File: config.mk
export PLATFORM = sky130hd
export DESIGN_NAME = stopwatch_time_counter
export DESIGN_NICKNAME = d
export VERILOG_FILES = /design/src/rtl/stopwatch_time_counter.sv
export SDC_FILE = /design/constraint.sdc
export NUM_CORES = 1
export LEC_CHECK = 0
export CAP_MARGIN = 25
export CELL_PAD_IN_SITES_DETAIL_PLACEMENT = 1
export CELL_PAD_IN_SITES_GLOBAL_PLACEMENT = 1
export CORE_ASPECT_RATIO = 1.1
export CORE_UTILIZATION = 45
export CTS_BUF_LIST = sky130_fd_sc_hd__clkbuf_4 sky130_fd_sc_hd__clkbuf_8
export DETAILED_ROUTE_END_ITERATION = 10
export GPL_ROUTABILITY_DRIVEN = 0
export HOLD_SLACK_MARGIN = 0.08
export PLACE_DENSITY_LB_ADDON = 0.1
export SLEW_MARGIN = 30
export SYNTH_ARGS = -nofsm -noshare
export SYNTH_HDL_FRONTEND = slang
export SYNTH_SLANG_ARGS = --single-unit
File: constraint.sdc
create_clock -name clk -period 7.3 [get_ports clk]
set_input_delay 1.825 -clock clk [delete_from_list [all_inputs] [get_ports clk]]
set_output_delay 1.825 -clock clk [all_outputs]
set_load 0.02 [all_outputs]
File: src/rtl/stopwatch_time_counter.sv
// MM:SS stopwatch counter in BCD, driven by edge-detected 1 Hz / 2 Hz divider levels.
// Supports run/pause and a per-field adjust mode stepped on the 2 Hz rise.
module stopwatch_time_counter #(
    parameter int unsigned SEC_MAX = 59,
    parameter int unsigned MIN_MAX = 59
) (
    input  logic       clk,
    input  logic       reset,
    input  logic       clk_1hz,
    input  logic       clk_2hz,
    input  logic       pause_p,
    input  logic       adj,
    input  logic       sel,
    output logic [3:0] min_tens,
    output logic [3:0] min_ones,
    output logic [3:0] sec_tens,
    output logic [3:0] sec_ones,
    output logic       paused,
    output logic       wrap_p
);

    logic       q1_q, q2_q;
    logic       rise_1, rise_2;
    logic [3:0] min_tens_q, min_ones_q, sec_tens_q, sec_ones_q;
    logic [3:0] min_tens_d, min_ones_d, sec_tens_d, sec_ones_d;
    logic       paused_q, paused_d;
    logic       wrap_q, wrap_d;
    logic       sec_at_max, min_at_max;

    function automatic logic at_max(input logic [3:0] tens, input logic [3:0] ones,
                                    input int unsigned max_val);
        logic [6:0] value;
        value = {3'b000, tens} * 7'd10 + {3'b000, ones};
        return value == max_val[6:0];
    endfunction

    // Returns {tens, ones} stepped by one, or 00 when the field is at its limit.
    function automatic logic [7:0] bcd_inc(input logic [3:0] tens, input logic [3:0] ones,
                                           input logic wrap);
        if (wrap) begin
            return 8'h00;
        end else if (ones == 4'd9) begin
            return {tens + 4'd1, 4'd0};
        end else begin
            return {tens, ones + 4'd1};
        end
    endfunction

    always_comb begin
        rise_1     = clk_1hz & ~q1_q;
        rise_2     = clk_2hz & ~q2_q;
        sec_at_max = at_max(sec_tens_q, sec_ones_q, SEC_MAX);
        min_at_max = at_max(min_tens_q, min_ones_q, MIN_MAX);

        min_tens_d = min_tens_q;
        min_ones_d = min_ones_q;
        sec_tens_d = sec_tens_q;
        sec_ones_d = sec_ones_q;
        wrap_d     = 1'b0;
        // Tick logic below sees the pre-toggle paused_q.
        paused_d   = paused_q ^ pause_p;

        if (adj) begin
            if (rise_2) begin
                if (sel) begin
                    {sec_tens_d, sec_ones_d} = bcd_inc(sec_tens_q, sec_ones_q, sec_at_max);
                end else begin
                    {min_tens_d, min_ones_d} = bcd_inc(min_tens_q, min_ones_q, min_at_max);
                end
            end
        end else if (rise_1 && !paused_q) begin
            {sec_tens_d, sec_ones_d} = bcd_inc(sec_tens_q, sec_ones_q, sec_at_max);
            if (sec_at_max) begin
                {min_tens_d, min_ones_d} = bcd_inc(min_tens_q, min_ones_q, min_at_max);
                wrap_d = min_at_max;
            end
        end
    end

    // Edge-detect flops reset high so a level already high at release is not a rise.
    always_ff @(posedge clk or negedge reset) begin
        if (!reset) begin
            q1_q       <= 1'b1;
            q2_q       <= 1'b1;
            min_tens_q <= 4'd0;
            min_ones_q <= 4'd0;
            sec_tens_q <= 4'd0;
            sec_ones_q <= 4'd0;
            paused_q   <= 1'b0;
            wrap_q     <= 1'b0;
        end else begin
            q1_q       <= clk_1hz;
            q2_q       <= clk_2hz;
            min_tens_q <= min_tens_d;
            min_ones_q <= min_ones_d;
            sec_tens_q <= sec_tens_d;
            sec_ones_q <= sec_ones_d;
            paused_q   <= paused_d;
            wrap_q     <= wrap_d;
        end
    end

    assign min_tens = min_tens_q;
    assign min_ones = min_ones_q;
    assign sec_tens = sec_tens_q;
    assign sec_ones = sec_ones_q;
    assign paused   = paused_q;
    assign wrap_p   = wrap_q;

endmodule

==> results.sh <==
# physical design summary
export IMPL_dp_cells=201
export IMPL_grt_overflow=0
export IMPL_top_cell_area_share_pct=30.00
export IMPL_die_h_um=62.58
export IMPL_synth_async_sr_flop_share_pct=100.0
export IMPL_hp_class="reg -> reg"
export IMPL_drc_errors=4
export IMPL_critPathLaunchType="input port"
export IMPL_drtPass1Iterations=7
export IMPL_die_area_um2=3572
export IMPL_top_cells_by_count="dfrtp_1, ha_1, inv_1"
export IMPL_dpl_worst_slack_ns=3.553
export IMPL_tightest_slew_ns=0.6064
export IMPL_ys_flops=20
export IMPL_ant_nets=0
export IMPL_cp_end_kind="register"
export IMPL_p_comb_share_pct=50.6
export IMPL_grt_pass1_vias=1332
export IMPL_maxSlewHeadroom_pct=59.58
export IMPL_p_leak_nw=0.7825
export IMPL_peakVddDrop_mv=0.1803
export IMPL_clkTransAtPathRegs_ns=0.12
export IMPL_power_frac_seq_pct=36.9
export IMPL_yosys_cells=143
export IMPL_slew_viol_final=0
export IMPL_r2r_end="sec_tens[1]"
export IMPL_synth_cell_type_count=40
export IMPL_cap_violations=0
export IMPL_fmax_ghz=0.2903
export IMPL_report_final_hold_viol_count=0
export IMPL_p_int_mw=0.2948
export IMPL_setup_viol=0
export IMPL_tool_warnings=28
export IMPL_endpoint="min_ones[1]"
export IMPL_portBuffers=24
export IMPL_grt_max_degree=21
export IMPL_holdBufCountCts=0
export IMPL_seq_area_frac_synth_pct=33.50
export IMPL_syn_mean_instance_area_um2=10.50
export IMPL_initCoreUtil_pct=48.43
export IMPL_cts_setup_buffers=0
export IMPL_core_rowCount=21
export IMPL_drive_above_1_share_pct=9.357
export IMPL_syn_nets=172
export IMPL_r2r_slack_ns=4.31
export IMPL_rsz0062_at_grt="false"
export IMPL_crit_fanout=5
export IMPL_ys_warn_count=0
export IMPL_worstPathRequired_ns=7.49
export IMPL_vias_per_cell=5.961
export IMPL_grt_pass1_wl_mm=6.354
export IMPL_outcome="finished, violations left"
export IMPL_wl_per_cell_um=17.89
export IMPL_ff_type="dfrtp_1"
export IMPL_whs_ns=0.5641
export IMPL_drt_iter0_drc=30
export IMPL_finalCriticalPeriod_ns=3.444
export IMPL_cts_buffers=3
export IMPL_rr_startpoint="sec_tens[1]"
export IMPL_cts_tree="yes"
export IMPL_netlist_instances=143
export IMPL_dp_hpwl_mm=3.052
export IMPL_violations="DRC"
export IMPL_vias=1222
export IMPL_r2r_cells=9
export IMPL_synth_area_um2=1501
export IMPL_root_buffer="clkbuf_4"
export IMPL_diodes=0
export IMPL_switching_share_pct=43.71
export IMPL_top_area_cell="dfrtp_1"
export IMPL_setup_tns_ns=0
export IMPL_p_per_area_nw_per_um2=288.4
export IMPL_power_switching_mw=0.2289
export IMPL_finClkSkew_ns=0.002074
export IMPL_synth_area_yosys_um2=1501
export IMPL_clkPwrFrac_pct=12.4
export IMPL_crit_path_start="adj"
export IMPL_post_cts_resized=0
export IMPL_worstPathArrival_ns=3.63
export IMPL_core_um2=3100
export IMPL_fin_cells=205
export IMPL_die_w_um=57.08
export IMPL_cts_buffer_depth=2
export IMPL_htreeDepth=1
export IMPL_finalNetCount=201
export IMPL_ioPinCount=25
export IMPL_topCellsByArea="dfrtp_1, ha_1, fa_1"
export IMPL_edf_count=0
export IMPL_antenna_found_initial=0
export IMPL_post_route_period_util_pct=47.18
export IMPL_crit_type="in -> reg"
[cell type report]
| class | count | area [um^2] |
|---|---|---|
| multi-input combinational | 108 | 942.2 |
| tap | 34 | 42.54 |
| timing repair buffer | 24 | 235.2 |
| fill | 344 | 1285 |
| clock buffer | 4 | 36.28 |
| inverter | 15 | 56.30 |
| sequential | 20 | 503.0 |
[worst max-delay path, stage by stage]
cell and delay (ns):
clkdlybuf4s50_1 0.46, nor4b_4 0.40, nand4_2 0.17, nor3_2 0.29, nor2_1 0.13, o41ai_1 0.35
[how the worst min path moves through the flow]
| stage | from | to | slack [ns] | cells after the start |
|---|---|---|---|---|
| after detailed placement | paused | paused | 0.56 | 1 |
| after floorplan | paused | paused | 0.64 | 1 |
| final | paused | paused | 0.56 | 1 |
| after global routing | paused | paused | 0.62 | 1 |
| after CTS | paused | paused | 0.58 | 1 |
| after global placement | paused | paused | 0.55 | 1 |
[per-stage QoR]
stage | utilization, % | instance area [um^2] | power, mW
5_1_grt | 58.56 | 1815 | 0.5654
4_1_cts | 58.72 | 1821 | 0.5330
3_3_place_gp | 57.55 | 1784 | 0.4520
3_5_place_dp | 57.55 | 1784 | 0.4670
2_1_floorplan | - | 1501 | 0.3497
6_report | 58.56 | 1815 | 0.5237
[flip-flops by register name, summed over array words and instances, names as in the netlist]
register	cells
min_ones	4
min_tens	4
sec_ones	4
sec_tens	4
paused	1
q1_q	1
q2_q	1
wrap_p	1
[cells by family after synthesis]
| kind of cell | share of synthesized area (%) |
|---|---|
| AND-OR/OR-AND | 16.25 |
| XOR/XNOR | 2.917 |
| adder cells (fa/ha/maj) | 20.33 |
| buffers and inverters | 3.750 |
| flip-flops | 33.50 |
| multiplexers | 0.7499 |
| AND/OR/NAND/NOR | 22.50 |
[power groups by stage]
stage / registers (mW) / logic, mW / clock network (mW)
after floorplan: 0.217 / 0.133 / 0
after global placement: 0.195 / 0.257 / 0
after detailed placement: 0.198 / 0.269 / 0
after CTS: 0.195 / 0.270 / 0.0676
after global routing: 0.202 / 0.290 / 0.0726
final: 0.193 / 0.265 / 0.0651
[layout by cell type (no fill, tap or decap), drive strengths merged, types with 3 or more instances in the layout]
cell type,count
a21oi,4
a22o,8
and3,4
and3b,3
clkbuf,4
clkdlybuf4s50,23
dfrtp,18
fa,4
ha,18
inv,15
nand2,7
nand3,4
nand4,3
nor2,6
nor2b,6
nor3,4
nor4b,3
o21ai,5
o22ai,5
xnor2,3
[routing by layer]
layer  vias to the layer above  share of wire [%]  global-route usage [%]
met5                         -                  0                       0
li1                        589                  -                       -
met4                         0               0.33                   2.439
met1                       613                 41                   25.59
met3                         2                2.0                   3.106
met2                        18                 57                   45.59
==> images/layer_met3.png <==
Scale: 6 px per um.
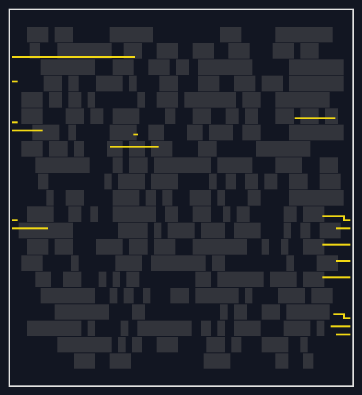
wire length on this layer	73.6 um
longest straight run	20.2 um
main direction	horizontal
nets with wire on the layer	16
share of all routed wire	2.0%

==> images/placement_by_type.png <==
Scale: 8 px per um.
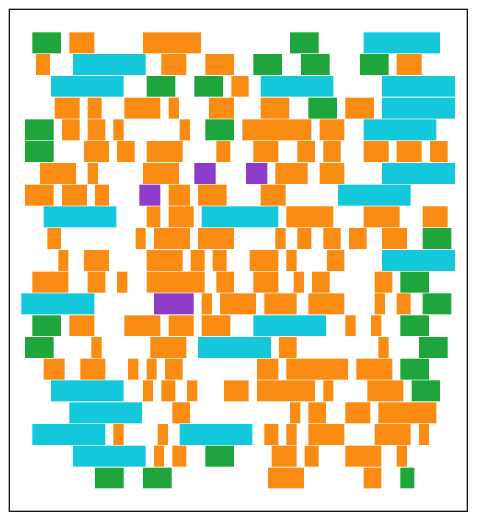
colour	class	cells	share of their area
orange	combinational and other logic	123	56%
green	other buffers and delay cells	24	13%
purple	clock drivers and dummy loads	4	2.0%
cyan	flops	20	28%

==> images/clocks.png <==
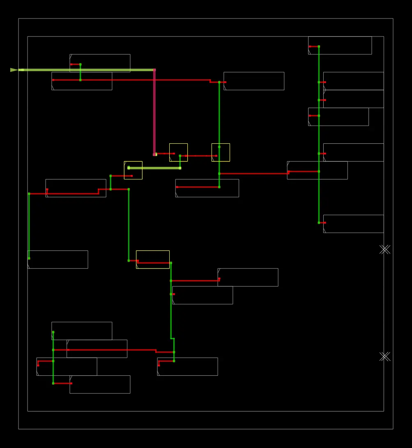
clk ins delay skew pair: 0.29 ns
P_clk: 0.0651 mW
Clock Sinks: 20

==> images/metal_density.png <==
Scale: 6 px per um. 11 x 13 tiles, from dark purple (low) to yellow (high), scaled to the fullest tile. Values are wire area over tile area, all layers added.
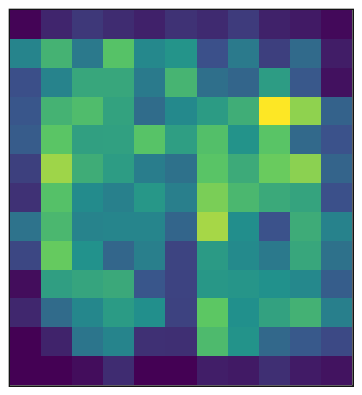
fullest tile	0.38
tiles over half the peak	37%
nearly empty tiles	4.2%
mean over tiles	0.15
emptiest ninth of the die	south-west
GR Util All Layers: 22.79%
routed wire length: 3.668 mm

==> images/sizes.png <==
Scale: 4 px per um.
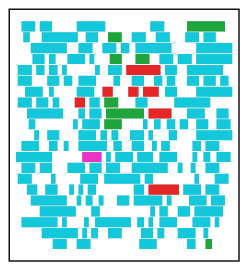
colour	size	cells	share
red	_3 and _4 cells	7	4.1%
green	_2 cells	8	4.7%
magenta	_6 and larger	1	0.58%
cyan	_0 and _1 cells	155	91%
final setup margin: 3.856 ns
Signal buffers: 24
final instance area: 1815 um^2
P&R area growth vs syn: 20.92%

Power and IR drop assume default switching activity.
